[config.mk]
export PLATFORM = sky130hd
export DESIGN_NAME = data_bus_sequencer_8bit
export DESIGN_NICKNAME = d
export VERILOG_FILES = /design/src/rtl/data_bus_sequencer_8bit.sv
export SDC_FILE = /design/constraint.sdc
export NUM_CORES = 1
export LEC_CHECK = 0
export CAP_MARGIN = 20
export CORE_UTILIZATION = 45
export CTS_CLUSTER_SIZE = 20
export DETAILED_ROUTE_END_ITERATION = 10
export GPL_ROUTABILITY_DRIVEN = 0
export GPL_TIMING_DRIVEN = 1
export PLACE_DENSITY = 0.9
export SYNTH_ARGS = -nofsm -noshare
export SYNTH_HDL_FRONTEND = slang
export SYNTH_SLANG_ARGS = --single-unit
[constraint.sdc]
create_clock -name clk -period 3.89 [get_ports clk]
set_clock_uncertainty 0.05 [all_clocks]
set_input_delay 0.9725 -clock clk [delete_from_list [all_inputs] [get_ports clk]]
set_output_delay 0.9725 -clock clk [all_outputs]
set_load 0.005 [all_outputs]
[src/rtl/data_bus_sequencer_8bit.sv]
// Upstream sequencer for the 8-bit 2-to-2 data bus: latches a request onto the bus, holds it, samples the return lanes.
// Optional drive/return self-check enabled by defining DATA_BUS_SEQ_SELFCHECK_EN (adds check_err port).
module data_bus_sequencer_8bit #(
    parameter int unsigned HOLD_CYCLES = 2,
    parameter int unsigned COUNT_W     = 8
) (
    input  logic               clk,
    input  logic               reset,
    input  logic               in_valid,
    output logic               in_ready,
    input  logic [7:0]         in_data1,
    input  logic [7:0]         in_data2,
    input  logic               in_swap,
    output logic [7:0]         bus_data1,
    output logic [7:0]         bus_data2,
    output logic               bus_select,
    input  logic [7:0]         bus_ret1,
    input  logic [7:0]         bus_ret2,
    output logic               out_valid,
    input  logic               out_ready,
    output logic [7:0]         out_data1,
    output logic [7:0]         out_data2,
`ifdef DATA_BUS_SEQ_SELFCHECK_EN
    output logic               check_err,
`endif
    output logic               busy,
    output logic [COUNT_W-1:0] xfer_count
);

    localparam logic [1:0] IDLE   = 2'd0;
    localparam logic [1:0] DRIVE  = 2'd1;
    localparam logic [1:0] RESULT = 2'd2;

    localparam logic [7:0] HOLD_M1 = 8'(HOLD_CYCLES - 1);

    logic [1:0]         state_q,      state_d;
    logic [7:0]         hold_cnt_q,   hold_cnt_d;
    logic [7:0]         bus_data1_q,  bus_data1_d;
    logic [7:0]         bus_data2_q,  bus_data2_d;
    logic               bus_select_q, bus_select_d;
    logic [7:0]         out_data1_q,  out_data1_d;
    logic [7:0]         out_data2_q,  out_data2_d;
    logic               out_valid_q,  out_valid_d;
    logic [COUNT_W-1:0] xfer_count_q, xfer_count_d;
`ifdef DATA_BUS_SEQ_SELFCHECK_EN
    logic               check_err_q,  check_err_d;
    logic [7:0]         exp_ret1,     exp_ret2;
`endif

    always_comb begin
        state_d      = state_q;
        hold_cnt_d   = hold_cnt_q;
        bus_data1_d  = bus_data1_q;
        bus_data2_d  = bus_data2_q;
        bus_select_d = bus_select_q;
        out_data1_d  = out_data1_q;
        out_data2_d  = out_data2_q;
        out_valid_d  = out_valid_q;
        xfer_count_d = xfer_count_q;
`ifdef DATA_BUS_SEQ_SELFCHECK_EN
        check_err_d  = check_err_q;
        // The bus is a swap network, so the expected return is the latched drive, crossed when select is set.
        exp_ret1     = bus_select_q ? bus_data2_q : bus_data1_q;
        exp_ret2     = bus_select_q ? bus_data1_q : bus_data2_q;
`endif
        case (state_q)
            IDLE: begin
                if (in_valid) begin
                    bus_data1_d  = in_data1;
                    bus_data2_d  = in_data2;
                    bus_select_d = in_swap;
                    hold_cnt_d   = HOLD_M1;
                    state_d      = DRIVE;
                end
            end
            DRIVE: begin
                if (hold_cnt_q != 8'd0) begin
                    hold_cnt_d = hold_cnt_q - 8'd1;
                end else begin
                    out_data1_d = bus_ret1;
                    out_data2_d = bus_ret2;
                    out_valid_d = 1'b1;
                    state_d     = RESULT;
`ifdef DATA_BUS_SEQ_SELFCHECK_EN
                    if ((bus_ret1 != exp_ret1) || (bus_ret2 != exp_ret2)) begin
                        check_err_d = 1'b1;
                    end
`endif
                end
            end
            RESULT: begin
                if (out_ready) begin
                    out_valid_d  = 1'b0;
                    xfer_count_d = xfer_count_q + COUNT_W'(1);
                    state_d      = IDLE;
                end
            end
            default: begin
                state_d = IDLE;
            end
        endcase
    end

    always_ff @(posedge clk or posedge reset) begin
        if (reset) begin
            state_q      <= IDLE;
            hold_cnt_q   <= '0;
            bus_data1_q  <= '0;
            bus_data2_q  <= '0;
            bus_select_q <= 1'b0;
            out_data1_q  <= '0;
            out_data2_q  <= '0;
            out_valid_q  <= 1'b0;
            xfer_count_q <= '0;
`ifdef DATA_BUS_SEQ_SELFCHECK_EN
            check_err_q  <= 1'b0;
`endif
        end else begin
            state_q      <= state_d;
            hold_cnt_q   <= hold_cnt_d;
            bus_data1_q  <= bus_data1_d;
            bus_data2_q  <= bus_data2_d;
            bus_select_q <= bus_select_d;
            out_data1_q  <= out_data1_d;
            out_data2_q  <= out_data2_d;
            out_valid_q  <= out_valid_d;
            xfer_count_q <= xfer_count_d;
`ifdef DATA_BUS_SEQ_SELFCHECK_EN
            check_err_q  <= check_err_d;
`endif
        end
    end

    assign in_ready   = (state_q == IDLE);
    assign busy       = (state_q != IDLE);
    assign bus_data1  = bus_data1_q;
    assign bus_data2  = bus_data2_q;
    assign bus_select = bus_select_q;
    assign out_data1  = out_data1_q;
    assign out_data2  = out_data2_q;
    assign out_valid  = out_valid_q;
    assign xfer_count = xfer_count_q;
`ifdef DATA_BUS_SEQ_SELFCHECK_EN
    assign check_err  = check_err_q;
`endif

endmodule

Figure 1. Ports around the boundary (run 1).
Scale: 4 px per um. Pins as bars across the die edge, other pins in gray.
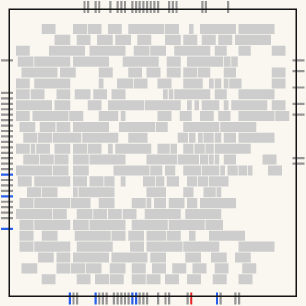
legend:
  red:
    port: bus_select
    pins: 1
    direction: output
    edge: bottom
  blue:
    port: in_data2
    pins: 8
    direction: input
    edge: 5 bottom, 3 left

Figure 2. Placement by cell class (run 1).
Scale: 4 px per um.
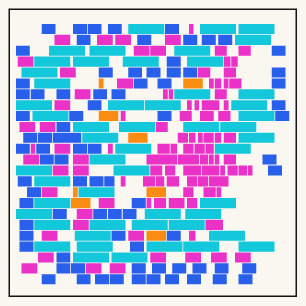
legend:
  orange:
    class: clock drivers and dummy loads
    cells: 8
    share_of_their_area: 2.9%
  magenta:
    class: remaining logic cells
    cells: 98
    share_of_their_area: 27%
  cyan:
    class: registers
    cells: 52
    share_of_their_area: 43%
  blue:
    class: remaining buffers and delay cells
    cells: 82
    share_of_their_area: 27%

Figure 3. Clock nets (run 1).
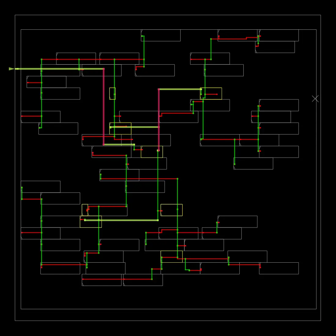
CTS Buf Count: 5
# clk buffers: 8
Clock Power: 0.302 mW

-- run 1: final timing paths --
kind,to,slack (ps),startpoint
setup / recovery,in_ready,1280,state_q[0]
hold / removal,xfer_count[7],420,xfer_count[7]
setup reg to reg,out_data1[2],1500,hold_cnt_q[0]
hold reg to reg,xfer_count[7],420,xfer_count[7]
max in group asynchronous,bus_data1[0],2340,reset
min in group asynchronous,out_data1[4],950,reset
-- run 1: synthesized netlist by cell type (2+ instances only) --
cell / count
ha_1: 3
a21oi_1: 2
inv_1: 4
nor2_1: 7
mux2_2: 33
nand2_1: 8
nand3b_1: 2
clkbuf_1: 2
nand3_1: 3
dfrtp_1: 52
xnor2_1: 8
xor2_1: 4
buf_2: 2
==> notes.md, run 1 <==
impl run done, here's what came out: vias in the first global route 1557, most frequent cells in the layout clkdlybuf4s50_1 (80), dfrtp_1 (52), mux2_2 (33), Top pwr grp registers, average wire per standard cell ~15 um, post-CTS setup buffers 0, Mux area share 0.1761, Top FF cell, synth dfrtp_1, outcome finished, violations left, Vias/cell just over 5, root buf cell clkbuf_8, DRT met1 WL 1.745 mm, Comb. pwr 0.909 mW, met2 routed WL approximately 2.1 mm, post-synthesis compound-gate area fraction 0.04215, Max-Cap Viols 0, HPWL after DPL around 3.1 mm, io pins about 81, crit path capture type output port, I/O Buffers 80, Top logic family multiplexers, met1 GRT Util 0.2129, Crit Path Class flop to output port, Yosys warnings 0, drt pass-1 iters 7, final cell count without fillers 292, setup TNS 0 ps, Cells after Synth 155, placed instance count 283, Die ar. roughly 5100 sq um, buffering overhead 0.2653, Static Leak 1.338 nW, buffer-and-inverter tally for the worst setup path 1, P per Cell Area 687.0 nW/um^2, via count 1503, flop share of the area 0.4168, combinational share of power 0.424, max-slew violation count 0, post-layout net count 279, # diodes 0, met3 Track Usage GR 0.07032, xor+xnor area frac 0.04850, Top Layer Used met4, Routed Antenna Nets 0, Tot Pwr 2.145 mW, Yosys reg bits 52, failing checks design-rule violations, Die Wd 71.40 um, dominant kind of cell flip-flops and latches, Layout Utilization 0.6931, Seq share, synth 0.6005, flip-flops with a built-in enable 0, FILL cells ~330, Sw Share 0.2867, relative slew slack 0.4064, share of cells above drive strength 1 0.1917, final worst path period need 2615 ps, adder share 0.01732, Die Y 71.40 um, dpl ws 1109 ps, clock insertion delay at the later pin of the skew report 290 ps, Internal roughly 1.5 mW, most used logic cell in the final layout clkdlybuf4s50_1, Max Root-Sink Buffers 2, final number of setup-violating endpoints 0, #MultiIn Comb 94, Core Region 4504 sq um, synth top area cells dfrtp_1 (60%), mux2_2 (17%), xnor2_1 (3.2%), ha_1 (1.7%), xor2_1 (1.6%), Iter 0 DRT Violations 95, H-tree levels 2, Flop Count ~52, # Cells Yosys 155, initial antenna violation count 0, logic share of the area 0.2633, CTS tree done, Tap Cells 52, net count after synthesis 195, # rows 24, Clock Sinks approximately 52, tool warnings 27, DP Area ~3000 sq um, Hold Crit Class flop to flop, Slowest-stage cell, CP clkdlybuf4s50_1, Worst setup SP type flop, Slew @ Worst Pin slightly below 900 ps, grt total ovfl 0, post-synth top area cell dfrtp_1, worst reg2reg path depth 5, GRT busiest layer met2, cycle use final 0.6721, max incr delay on CP 560 ps, final instance area ~3100 sq um, FMAX 0.3825 GHz, final wirelength 4.237 mm, hold_buf cts 0, met2 Usage GRT 0.2931, switching power between 0.6 and 0.7 mW, post_cts resized 0, fraction of registers with async set/reset 1.000, DR WL met3 approximately 290 um, # DRC 1, GRT Total Usage 0.1801, Inverters 4, critical path fanouts, max 11, Sequential Power 0.933 mW, logic area 822.0 sq um, simple share 0.09527, Area growth, synth to finish 44.05%, CP Data Arrival Time 1590 ps, Register Area 1301 sq um, first-pass GRT wire length 7.086 mm, Chip Area, Yosys 2167 sq um, worst hold margin between 400 and 500 ps, post-synth cell types 38, clk tree area frac 0.02886
Figure 4. Placement density heat map (run 1).
Scale: 4 px per um. 7 x 7 tiles, from black (low) to pale yellow (high), 0 to 100% covered.
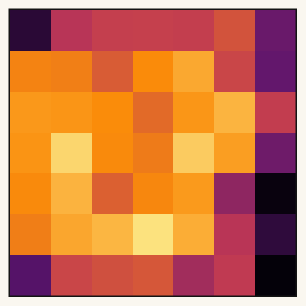

## Run 2: what changed since run 1
CORE_UTILIZATION = 44   (was 45)
PLACE_DENSITY = 0.89   (was 0.9)
clock period = 2.59 ns   (was 3.89 ns; I/O delays follow)
Figure 5. Placement density heat map (run 2).
Scale: 4 px per um. 7 x 7 tiles, from black (low) to pale yellow (high), 0 to 100% covered.
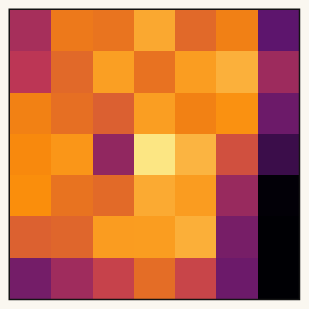
fullest tile: 95%
emptiest ninth of the die: bottom right
tiles over 75% full: 31%
nearly empty tiles: 6.1%
mean over tiles: 59%

Figure 6. Metal layers overlaid (run 2).
Scale: 4 px per um.
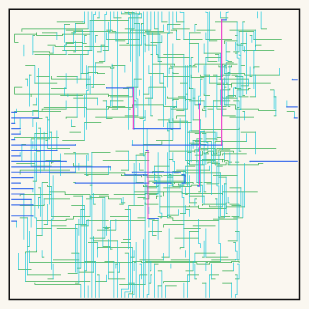
legend:
  cyan:
    layer: M2
    wire_length: 2240 um
  magenta:
    layer: M4
    wire_length: 78.9 um
  blue:
    layer: M3
    wire_length: 233 um
  green:
    layer: M1
    wire_length: 1720 um

Figure 7. Ports around the boundary (run 2).
Scale: 4 px per um. Pins as bars across the die edge, other pins in gray.
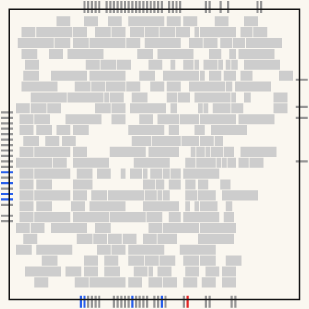
legend:
  blue:
    port: in_data2
    pins: 8
    direction: input
    edge: 4 left, 4 bottom
  red:
    port: bus_select
    pins: 1
    direction: output
    edge: bottom
all pins by edge: 31 top, 26 bottom, 20 left, 4 right

==> run 2 against run 1 <==
Net effect: the flow now finishes without violations; setup slack lost 1000 ps; highest routed layer unchanged; critical path depth is the same; largest cell class unchanged; routed wire length grew 0.76%; sequential cell count is the same; largest power group unchanged.
==> notes.md, run 2 <==
impl run done, here's what came out: Top FF cell, synth dfrtp_1 (unchanged), final worst path period need 2342 ps, Yosys warnings 0 (unchanged), hold_buf cts 0 (unchanged), Flop Count 52 (unchanged), buffer-and-inverter tally for the worst setup path 1 (unchanged), # Cells Yosys 155 (unchanged), first-pass GRT wire length 7.155 mm (was 7.086 mm), Register Area 1301 sq um (unchanged), Seq share, synth 0.6005 (unchanged), net count after synthesis 195 (unchanged), clock insertion delay at the later pin of the skew report 290 ps (about the same), crit path capture type output port (unchanged), most frequent cell after synthesis dfrtp_1 (unchanged), final wirelength 4.269 mm (was 4.237 mm), Hold Path Sink xfer_count[7] (unchanged), Slew @ Worst Pin 554.7 ps (was 890.4 ps), dpl ws 495.1 ps (was 1109 ps), Sequential Power 1.40 mW (was 0.933 mW), root buf cell clkbuf_8 (unchanged), worst reg2reg path depth 4 (was 5), Chip Area, Yosys 2167 sq um (unchanged), post_cts resized 0 (unchanged), CP Data Arrival Time 1640 ps (was 1590 ps), via count 1516 (was 1503), Yosys reg bits 52 (unchanged), worst hold margin 430.7 ps (was 423.8 ps), Tot Pwr 3.196 mW (was 2.145 mW), RR Startpoint state_q[0] (was hold_cnt_q[0]), synth top area cells dfrtp_1 (60%), mux2_2 (17%), xnor2_1 (3.2%), ha_1 (1.7%), xor2_1 (1.6%) (unchanged), final number of setup-violating endpoints 0 (unchanged), CTS tree done (unchanged), Iter 0 DRT Violations 58 (was 95), I/O Buffers 80 (unchanged), Core Region 4723 sq um (was 4504 sq um), Die Wd 72.18 um (was 71.40 um), DP Area 3058 sq um (was 3012 sq um), Cells after Synth 155 (unchanged), max-slew violation count 0 (unchanged), logic area 822.0 sq um (unchanged), outcome finished clean (was finished, violations left), post-synthesis compound-gate area fraction 0.04215 (unchanged), Sw Share 0.2915 (was 0.2867), vias in the first global route 1507 (was 1557), Internal 2.265 mW (was 1.530 mW), FILL cells 350 (was 331), drt pass-1 iters 4 (was 7), Inverters 4 (unchanged), Hold Startpoint xfer_count[7] (unchanged), most frequent cells in the layout clkdlybuf4s50_1 (80), dfrtp_1 (52), mux2_2 (33) (unchanged), final instance area 3136 sq um (was 3122 sq um), critical path fanouts, max 11 (unchanged), xor+xnor area frac 0.04850 (unchanged), CTS Buf Count 5 (unchanged), buffering overhead 0.2666 (was 0.2653), Top logic family multiplexers (unchanged), fraction of registers with async set/reset 1.000 (unchanged), H-tree levels 2 (unchanged), Area growth, synth to finish 44.69% (was 44.05%), GRT Total Usage 0.1817 (was 0.1801), post-layout net count 280 (was 279), Crit. Startpoint state_q[0] (unchanged), switching power 0.9317 mW (was 0.6150 mW), post-synth top area cell dfrtp_1 (unchanged), Worst setup SP type flop (unchanged), io pins 81 (unchanged), # diodes 0 (unchanged), Clock Sinks 52 (unchanged), Clock Power 0.425 mW (was 0.302 mW), # rows 25 (was 24), max incr delay on CP 560 ps (about the same), Static Leak 1.337 nW (was 1.338 nW), flip-flops with a built-in enable 0 (unchanged), Die ar. 5210 sq um (was 5097 sq um), simple share 0.09527 (unchanged), Comb. pwr 1.37 mW (was 0.909 mW), combinational share of power 0.428 (was 0.424), final cell count without fillers 307 (was 292), Tap Cells 67 (was 52)
run 2: cell families (layout without fill, tap and decap cells):
logic type	Yosys count	count (layout)
simple gates	32	32
flops	52	52
mux	34	34
xor+xnor	12	12
buf+inv	9	94
fa+ha+maj	3	3
compound gates	13	13
run 2: worst register-to-register path, stage by stage, from the launching register on:
cell and delay [ps]:
dfrtp_1 540, or4b_4 520, a211o_1 340, or4_1 420, a21oi_1 150
run 2: per-layer routing:
layer / vias up / global-route usage / wire length, um / part of all wire
li1: 716 / - / - / -
met1: 749 / 0.2201 / 1716 / 0.40
met2: 42 / 0.3084 / 2241 / 0.52
met3: 9 / 0.05417 / 233 / 0.055
met4: 0 / 0.06536 / 78 / 0.018
met5: - / 0 / 0 / 0
Power and IR drop assume default switching activity.
